**Signal wires on met1**

Scale: 6 px per um. Supply wires on this layer in gray. Cells faint in the background.
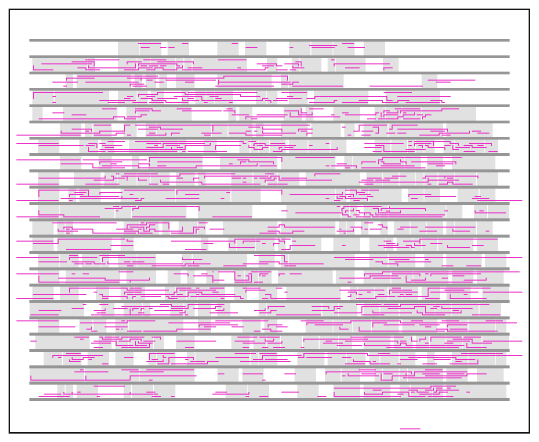
**Routing congestion**

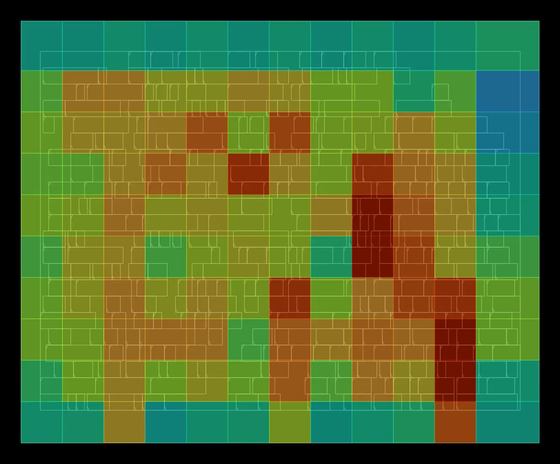
**The metal 4 layer**

Scale: 6 px per um. Supply wires on this layer in gray.
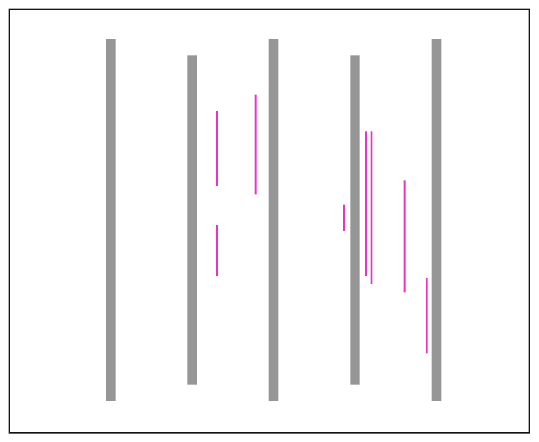
==> config.mk <==
export PLATFORM = sky130hd
export DESIGN_NAME = hazard_ctrl_flat
export DESIGN_NICKNAME = d
export VERILOG_FILES = /design/src/rtl/hazard_pkg.sv /design/src/rtl/hazard_ctrl_if.sv /design/src/rtl/hazard_detect.sv /design/src/rtl/hazard_ctrl.sv /design/src/flat_wrapper.sv
export SDC_FILE = /design/constraint.sdc
export NUM_CORES = 1
export LEC_CHECK = 0
export CAP_MARGIN = 30
export CORE_ASPECT_RATIO = 0.8
export CORE_MARGIN = 3
export CORE_UTILIZATION = 45
export CTS_BUF_LIST = sky130_fd_sc_hd__clkbuf_4 sky130_fd_sc_hd__clkbuf_8
export DETAILED_ROUTE_END_ITERATION = 7
export PLACE_DENSITY = 0.75
export SLEW_MARGIN = 20
export SYNTH_ARGS = -nofsm -noshare
export SYNTH_HDL_FRONTEND = slang
export SYNTH_SLANG_ARGS = --single-unit
==> constraint.sdc <==
create_clock -name clk -period 4.4 [get_ports clk]
set_input_delay 0.88 -clock clk [delete_from_list [all_inputs] [get_ports clk]]
set_output_delay 0.88 -clock clk [all_outputs]
set_load 0.005 [all_outputs]
==> src/rtl/hazard_pkg.sv <==
// Shared types and constants for the pipeline hazard controller.
// Holds the FSM state encoding, the hard-wired zero register and the default counter width.
package hazard_pkg;

  typedef enum logic [1:0] {
    ST_RUN    = 2'b00,
    ST_STALL  = 2'b01,
    ST_FREEZE = 2'b10
  } state_e;

  localparam logic [4:0] REG_ZERO  = 5'd0;
  localparam int         CNT_W_DEF = 16;

  // A write to r0 is discarded by the register file, so it can never be a producer.
  function automatic logic reg_match(input logic [4:0] dst, input logic [4:0] src);
    return (dst != REG_ZERO) && (dst == src);
  endfunction

endpackage

==> src/rtl/hazard_ctrl_if.sv <==
// Pipeline-facing bundle of the hazard controller.
// The slave modport is the controller; the master modport is the pipeline that feeds it.
interface hazard_ctrl_if import hazard_pkg::*; #(
  parameter int CNT_W = CNT_W_DEF
);
  logic [4:0]       id_rs;
  logic [4:0]       id_rt;
  logic             id_useRt;
  logic             id_branch;
  logic             id_taken;
  logic [4:0]       ex_rd;
  logic             ex_regWrite;
  logic             ex_memRead;
  logic [4:0]       mem_rd;
  logic             mem_memRead;
  logic             dmem_busy;
  logic             clr_cnt;
  logic             pc_write;
  logic             ifid_write;
  logic             exmem_write;
  logic             memwb_write;
  logic             ifid_flush;
  logic             idex_bubble;
  logic [CNT_W-1:0] stall_cycles;
  logic [CNT_W-1:0] flush_count;
  logic [1:0]       busy_state;

  modport slave (
    input  id_rs, id_rt, id_useRt, id_branch, id_taken,
    input  ex_rd, ex_regWrite, ex_memRead, mem_rd, mem_memRead,
    input  dmem_busy, clr_cnt,
    output pc_write, ifid_write, exmem_write, memwb_write,
    output ifid_flush, idex_bubble, stall_cycles, flush_count, busy_state
  );

  modport master (
    output id_rs, id_rt, id_useRt, id_branch, id_taken,
    output ex_rd, ex_regWrite, ex_memRead, mem_rd, mem_memRead,
    output dmem_busy, clr_cnt,
    input  pc_write, ifid_write, exmem_write, memwb_write,
    input  ifid_flush, idex_bubble, stall_cycles, flush_count, busy_state
  );

endinterface

==> src/rtl/hazard_detect.sv <==
// Combinational bubble-demand decode for the instruction sitting in ID.
// need is the number of bubbles required before the ID instruction may advance.
module hazard_detect import hazard_pkg::*; (
  input  logic [4:0] id_rs,
  input  logic [4:0] id_rt,
  input  logic       id_useRt,
  input  logic       id_branch,
  input  logic [4:0] ex_rd,
  input  logic       ex_regWrite,
  input  logic       ex_memRead,
  input  logic [4:0] mem_rd,
  input  logic       mem_memRead,
  output logic [1:0] need
);

  logic ex_hit;
  logic mem_hit;

  assign ex_hit  = reg_match(ex_rd, id_rs)  || (id_useRt && reg_match(ex_rd, id_rt));
  assign mem_hit = reg_match(mem_rd, id_rs) || (id_useRt && reg_match(mem_rd, id_rt));

  // Branches compare in ID, so an EX load feeding a branch costs an extra
  // cycle over an ordinary load-use; the plain load-use term covers non-branches.
  always_comb begin
    need = 2'd0;
    if (!id_branch && ex_memRead && ex_hit)
      need = 2'd1;
    else if (id_branch && ex_memRead && ex_hit)
      need = 2'd2;
    else if (id_branch && ex_regWrite && !ex_memRead && ex_hit)
      need = 2'd1;
    else if (id_branch && mem_memRead && mem_hit)
      need = 2'd1;
  end

endmodule

==> src/rtl/hazard_ctrl.sv <==
// Pipeline hazard controller: stall/freeze FSM, register-enable decode and
// saturating stall/flush performance counters.
module hazard_ctrl import hazard_pkg::*; #(
  parameter int CNT_W = CNT_W_DEF
) (
  input  logic          clk,
  input  logic          reset_n,
  hazard_ctrl_if.slave  hif
);

  localparam logic [1:0] S_RUN    = ST_RUN;
  localparam logic [1:0] S_STALL  = ST_STALL;
  localparam logic [1:0] S_FREEZE = ST_FREEZE;
  localparam logic [CNT_W-1:0] CNT_MAX = '1;

  logic [1:0]       state_q, state_d;
  logic [1:0]       saved_q, saved_d;
  logic [1:0]       rem_q, rem_d;
  logic [1:0]       eff_state;
  logic [1:0]       need;
  logic             stall_req;
  logic [CNT_W-1:0] stall_q, flush_q;

  hazard_detect u_detect (
    .id_rs       (hif.id_rs),
    .id_rt       (hif.id_rt),
    .id_useRt    (hif.id_useRt),
    .id_branch   (hif.id_branch),
    .ex_rd       (hif.ex_rd),
    .ex_regWrite (hif.ex_regWrite),
    .ex_memRead  (hif.ex_memRead),
    .mem_rd      (hif.mem_rd),
    .mem_memRead (hif.mem_memRead),
    .need        (need)
  );

  // Once dmem_busy drops, FREEZE behaves as the interrupted state in that very
  // cycle, so no pipeline cycle is lost on resume.
  assign eff_state = (state_q == S_FREEZE) ? saved_q : state_q;
  assign stall_req = (eff_state == S_STALL) || ((eff_state == S_RUN) && (need != 2'd0));

  always_comb begin
    hif.pc_write    = 1'b1;
    hif.ifid_write  = 1'b1;
    hif.exmem_write = 1'b1;
    hif.memwb_write = 1'b1;
    hif.idex_bubble = 1'b0;
    hif.ifid_flush  = 1'b0;
    if (!reset_n) begin
      hif.pc_write = 1'b1;
    end else if (hif.dmem_busy) begin
      hif.pc_write    = 1'b0;
      hif.ifid_write  = 1'b0;
      hif.exmem_write = 1'b0;
      hif.memwb_write = 1'b0;
    end else if (stall_req) begin
      hif.pc_write    = 1'b0;
      hif.ifid_write  = 1'b0;
      hif.idex_bubble = 1'b1;
    end else begin
      hif.ifid_flush = hif.id_taken && (eff_state == S_RUN) && (need == 2'd0);
    end
  end

  always_comb begin
    state_d = state_q;
    saved_d = saved_q;
    rem_d   = rem_q;
    if (hif.dmem_busy) begin
      state_d = S_FREEZE;
      saved_d = eff_state;
    end else begin
      case (eff_state)
        S_RUN: begin
          if (need != 2'd0) begin
            rem_d   = need - 2'd1;
            state_d = (need > 2'd1) ? S_STALL : S_RUN;
          end else begin
            state_d = S_RUN;
          end
        end
        S_STALL: begin
          rem_d   = (rem_q != 2'd0) ? rem_q - 2'd1 : 2'd0;
          state_d = (rem_q > 2'd1) ? S_STALL : S_RUN;
        end
        default: begin
          state_d = S_RUN;
          rem_d   = 2'd0;
        end
      endcase
    end
  end

  always_ff @(posedge clk or negedge reset_n) begin
    if (!reset_n) begin
      state_q <= S_RUN;
      saved_q <= S_RUN;
      rem_q   <= 2'd0;
    end else begin
      state_q <= state_d;
      saved_q <= saved_d;
      rem_q   <= rem_d;
    end
  end

  always_ff @(posedge clk or negedge reset_n) begin
    if (!reset_n) begin
      stall_q <= '0;
      flush_q <= '0;
    end else if (hif.clr_cnt) begin
      stall_q <= '0;
      flush_q <= '0;
    end else begin
      if (!hif.pc_write && (stall_q != CNT_MAX))
        stall_q <= stall_q + 1'b1;
      if (hif.ifid_flush && (flush_q != CNT_MAX))
        flush_q <= flush_q + 1'b1;
    end
  end

  assign hif.stall_cycles = stall_q;
  assign hif.flush_count  = flush_q;
  assign hif.busy_state   = state_q;

endmodule

==> src/flat_wrapper.sv <==
// flat-port wrapper written by rule: the top's interface ports become plain ports
module hazard_ctrl_flat import hazard_pkg::*;
#(
  parameter int CNT_W = CNT_W_DEF
)
  (clk, reset_n, hif_id_rs, hif_id_rt, hif_id_useRt, hif_id_branch, hif_id_taken, hif_ex_rd, hif_ex_regWrite, hif_ex_memRead, hif_mem_rd, hif_mem_memRead, hif_dmem_busy, hif_clr_cnt, hif_pc_write, hif_ifid_write, hif_exmem_write, hif_memwb_write, hif_ifid_flush, hif_idex_bubble, hif_stall_cycles, hif_flush_count, hif_busy_state);
  hazard_ctrl_if #(.CNT_W(CNT_W)) hif_i ();
  input  logic clk;
  input  logic reset_n;
  input wire logic [$bits(hif_i.id_rs)-1:0] hif_id_rs;
  input wire logic [$bits(hif_i.id_rt)-1:0] hif_id_rt;
  input wire logic [$bits(hif_i.id_useRt)-1:0] hif_id_useRt;
  input wire logic [$bits(hif_i.id_branch)-1:0] hif_id_branch;
  input wire logic [$bits(hif_i.id_taken)-1:0] hif_id_taken;
  input wire logic [$bits(hif_i.ex_rd)-1:0] hif_ex_rd;
  input wire logic [$bits(hif_i.ex_regWrite)-1:0] hif_ex_regWrite;
  input wire logic [$bits(hif_i.ex_memRead)-1:0] hif_ex_memRead;
  input wire logic [$bits(hif_i.mem_rd)-1:0] hif_mem_rd;
  input wire logic [$bits(hif_i.mem_memRead)-1:0] hif_mem_memRead;
  input wire logic [$bits(hif_i.dmem_busy)-1:0] hif_dmem_busy;
  input wire logic [$bits(hif_i.clr_cnt)-1:0] hif_clr_cnt;
  output wire logic [$bits(hif_i.pc_write)-1:0] hif_pc_write;
  output wire logic [$bits(hif_i.ifid_write)-1:0] hif_ifid_write;
  output wire logic [$bits(hif_i.exmem_write)-1:0] hif_exmem_write;
  output wire logic [$bits(hif_i.memwb_write)-1:0] hif_memwb_write;
  output wire logic [$bits(hif_i.ifid_flush)-1:0] hif_ifid_flush;
  output wire logic [$bits(hif_i.idex_bubble)-1:0] hif_idex_bubble;
  output wire logic [$bits(hif_i.stall_cycles)-1:0] hif_stall_cycles;
  output wire logic [$bits(hif_i.flush_count)-1:0] hif_flush_count;
  output wire logic [$bits(hif_i.busy_state)-1:0] hif_busy_state;
  assign hif_i.id_rs = hif_id_rs;
  assign hif_i.id_rt = hif_id_rt;
  assign hif_i.id_useRt = hif_id_useRt;
  assign hif_i.id_branch = hif_id_branch;
  assign hif_i.id_taken = hif_id_taken;
  assign hif_i.ex_rd = hif_ex_rd;
  assign hif_i.ex_regWrite = hif_ex_regWrite;
  assign hif_i.ex_memRead = hif_ex_memRead;
  assign hif_i.mem_rd = hif_mem_rd;
  assign hif_i.mem_memRead = hif_mem_memRead;
  assign hif_i.dmem_busy = hif_dmem_busy;
  assign hif_i.clr_cnt = hif_clr_cnt;
  assign hif_pc_write = hif_i.pc_write;
  assign hif_ifid_write = hif_i.ifid_write;
  assign hif_exmem_write = hif_i.exmem_write;
  assign hif_memwb_write = hif_i.memwb_write;
  assign hif_ifid_flush = hif_i.ifid_flush;
  assign hif_idex_bubble = hif_i.idex_bubble;
  assign hif_stall_cycles = hif_i.stall_cycles;
  assign hif_flush_count = hif_i.flush_count;
  assign hif_busy_state = hif_i.busy_state;
  hazard_ctrl #(.CNT_W(CNT_W)) u_core (.clk(clk), .reset_n(reset_n), .hif(hif_i));
endmodule
==> notes.md <==
Implementation results are summarized by area below.

Placed design
The placed wire-length estimate is 4310 um. The worst-case setup slack after placement is -0.212 ns. Counting tap cells, the placed design contains a total of 386 instances.

Route
For this block, the initial DRC count from the detailed router was ~110. In this run the remaining antenna-violating nets after routing total 0. The number of design rule violations left after detail routing is 0. The iteration count recorded for the first detailed-route pass is 4.

Logic synthesis
In the synthesized netlist the dominant register cell turns out to be sky130_fd_sc_hd__dfrtp_1. In this run the mean area of a mapped cell was just over 9 sq um. The largest combinational cell category by area is simple AND/OR/NAND/NOR gates. The netlist area before placement is between 2000 and 2500 sq um.

In this run, distinct cell masters in the synthesized netlist total about 43. Of the total synthesized cell area, the portion taken by AND, OR, NAND and NOR gates is 0.274. Of the total synthesized cell area, the portion taken by full adders, half adders and majority gates is 0.0161. The synthesized design contains 0 enable-type register cells. The cell count after synthesis is 249. Per Yosys stat, the portion of area used by sequential elements is 0.408. Per the synth stats, the proportion of register bits with asynchronous set or reset is 1.00. The share of Yosys cell area claimed by the top area cell type is 0.408. In this run, the synthesized area fraction spent on xor and xnor cells is recorded as 0.173.

GRT
The initial antenna violation count came to 0. The global-route track usage on met2 is 0.313. Routing resource usage on met3 recorded by global route was 0.0637.

Total global-route track usage over all layers is 0.218. The global-route wire length before repair is between 10,000 and 15,000 um. The total overflow left after global routing is 0. The number of global-route vias before repair is 2,179. Entering global routing, the biggest net connects 26 pins.

Floorplan
In this run the full chip footprint comes out at just over 6000 sq um. The number of standard-cell rows in the floorplan is 22. The area inside the core boundary is 4790 sq um.

The I/O pin count is 70. The die width is 86.4 um. The share of the core filled by cells before placement is 0.486.

Setup path
The worst setup path is launched from an input pin. The signal arrival time at the worst endpoint is ~4.5 ns. The worst-case reg-to-reg setup slack stands at 2.22 ns.

The worst-path maximum fanout is 2. The cell count of the worst reg-to-reg path is 7. The required time at the worst endpoint is listed as approximately 4.6 ns.

Clock network
The post-cts resize count is 12. The total clock sinks is 38. The H-tree depth is 2. The number of buffers inserted during clock tree synthesis is 5. The worst-skew pair later-pin latency is around 0.30 ns.

The clock transition at the registers of the reported paths is 0.08 ns. The library cell used as clock root buffer is sky130_fd_sc_hd__clkbuf_8. The deepest clock path buffer count is 2.

STA
From the final report, the count of setup violators was given as 0. The highest clock rate is 0.230 GHz. The worst slack on hold paths is between 0.5 and 0.6 ns. For the finished layout, the period the worst path requires is about 4.3 ns. The final setup slack of the worst path is about 0.057 ns.

The setup total negative slack is 0 ns. Between clock sinks in the finished design, the worst skew comes to ~0.013 ns. The post-route fraction of the period consumed by the critical path is 0.987.

Power
The design draws 0.836 mW. The power in combinational cells is 0.157 mW. The power per standard cell area is around 230 nW/um^2.

The switching power total is between 0.2 and 0.25 mW. The flow reports power dissipated in the clock network as ~0.31 mW. Of the total power, registers draw 0.444. The largest share of the power goes to sequential cells.

The analysis attributes to cell leakage a power of 1.62 nW. The largest voltage drop on the vdd net is 152 uV. The part of the power in the clock network is 0.368. The cell-internal power is between 0.6 and 0.7 mW. The sequential cell power is between 0.3 and 0.4 mW. Of the total power, combinational logic draws 0.188.

Finish
The top cell types in the final layout, fill and taps aside, are 45 x sky130_fd_sc_hd__clkdlybuf4s50_1, 38 x sky130_fd_sc_hd__dfrtp_1, 34 x sky130_fd_sc_hd__buf_4. The final layout contains ~380 nets. The fraction of final layout cells sized beyond drive strength 1 is 0.191. After the flow finishes, the layout carries non-filler instances totaling roughly 400. Summing all non-filler instances in the final layout gives an area of 3560 sq um.

Job
The tool flagged a number of max-cap violations equal to 0. Summing over the stages, the warning tally comes to 27.

Run status
The flow ran to the end, and the final reports show no timing, DRC or antenna violations.

Hold path
The worst hold path class is in -> async.
About 'signal wires on met1':
longest straight run	31.3 um
share of all routed wire	47%
nets with wire on the layer	346
grt met1 use: 0.315
total detailed-routing wirelength: 6760 um
detailed-route via count: 2,261

About 'routing congestion':
GRT busiest layer: met1
end-of-flow core utilization: 0.744
average wire per standard cell: 16.4 um

About 'the metal 4 layer':
share of all routed wire	1.8%
wire length on this layer	120 um

==> worst max-delay path, cell delays in order <==
cell and delay [ns]:
sky130_fd_sc_hd__clkdlybuf4s15_1 0.21, sky130_fd_sc_hd__xnor2_1 0.21, sky130_fd_sc_hd__nand3_2 0.13, sky130_fd_sc_hd__o32ai_4 0.31
sky130_fd_sc_hd__a32oi_2 0.16, sky130_fd_sc_hd__buf_4 0.16, sky130_fd_sc_hd__buf_4 0.13, sky130_fd_sc_hd__buf_4 0.13
sky130_fd_sc_hd__buf_4 0.13, sky130_fd_sc_hd__buf_4 0.12, sky130_fd_sc_hd__buf_4 0.12, sky130_fd_sc_hd__buf_4 0.12
sky130_fd_sc_hd__buf_4 0.12, sky130_fd_sc_hd__buf_4 0.12, sky130_fd_sc_hd__buf_4 0.12, sky130_fd_sc_hd__buf_4 0.13
sky130_fd_sc_hd__buf_4 0.12, sky130_fd_sc_hd__buf_4 0.12, sky130_fd_sc_hd__buf_4 0.12, sky130_fd_sc_hd__buf_4 0.12
sky130_fd_sc_hd__buf_4 0.12, sky130_fd_sc_hd__buf_4 0.12, sky130_fd_sc_hd__buf_4 0.13, sky130_fd_sc_hd__o311ai_4 0.25
sky130_fd_sc_hd__o211ai_1 0.13
==> cell type report <==
class | instances | area (sq um)
multi-input combinational | 195 | 1420
fill | 373 | 1230
timing repair buffer | 104 | 975
sequential | 38 | 951
clock buffer | 6 | 82.6
tap | 60 | 75.1
clock inverter | 1 | 30.0
inverter | 7 | 26.3
==> sequential cells by signal, summed over array words and instances, names as in the netlist <==
name,cells
u_core.saved_q,2
u_core.rem_q,2
u_core.hif.busy_state,2
u_core.hif.stall_cycles,16
u_core.hif.flush_count,16
==> logic make-up after synthesis <==
| family | after synthesis |
|---|---|
| and+or+nand+nor | 117 |
| xor gates and xnor gates | 46 |
| DFF | 38 |
| AOI/OAI and AO/OA | 28 |
| buffers and inverters | 16 |
| adders and majority gates | 3 |
| muxes | 1 |
==> routing by layer <==
layer | routed length [um] | part of all wire
met2 | 3050 | 0.45
met1 | 3200 | 0.47
met4 | 120 | 0.018
met3 | 380 | 0.056
met5 | 0 | 0
==> cells in the mapped netlist (2+ instances only) <==
library cell and instances:
sky130_fd_sc_hd__dfrtp_1 38, sky130_fd_sc_hd__and2_1 4, sky130_fd_sc_hd__nor2b_1 4, sky130_fd_sc_hd__clkbuf_1 3, sky130_fd_sc_hd__ha_1 3, sky130_fd_sc_hd__nor3_1 5, sky130_fd_sc_hd__nand3_1 13, sky130_fd_sc_hd__buf_2 3
sky130_fd_sc_hd__or3_1 5, sky130_fd_sc_hd__nand2b_1 2, sky130_fd_sc_hd__xnor2_1 24, sky130_fd_sc_hd__and4_1 3, sky130_fd_sc_hd__buf_4 3, sky130_fd_sc_hd__xor2_1 22, sky130_fd_sc_hd__o21a_1 3, sky130_fd_sc_hd__nor2_1 32
sky130_fd_sc_hd__and3_1 7, sky130_fd_sc_hd__o21ai_0 4, sky130_fd_sc_hd__a21oi_1 7, sky130_fd_sc_hd__inv_1 7, sky130_fd_sc_hd__o32ai_1 2, sky130_fd_sc_hd__nand4_1 17, sky130_fd_sc_hd__nand2_1 18
Power figures rest on the tool's default switching activity, not on a simulated workload.
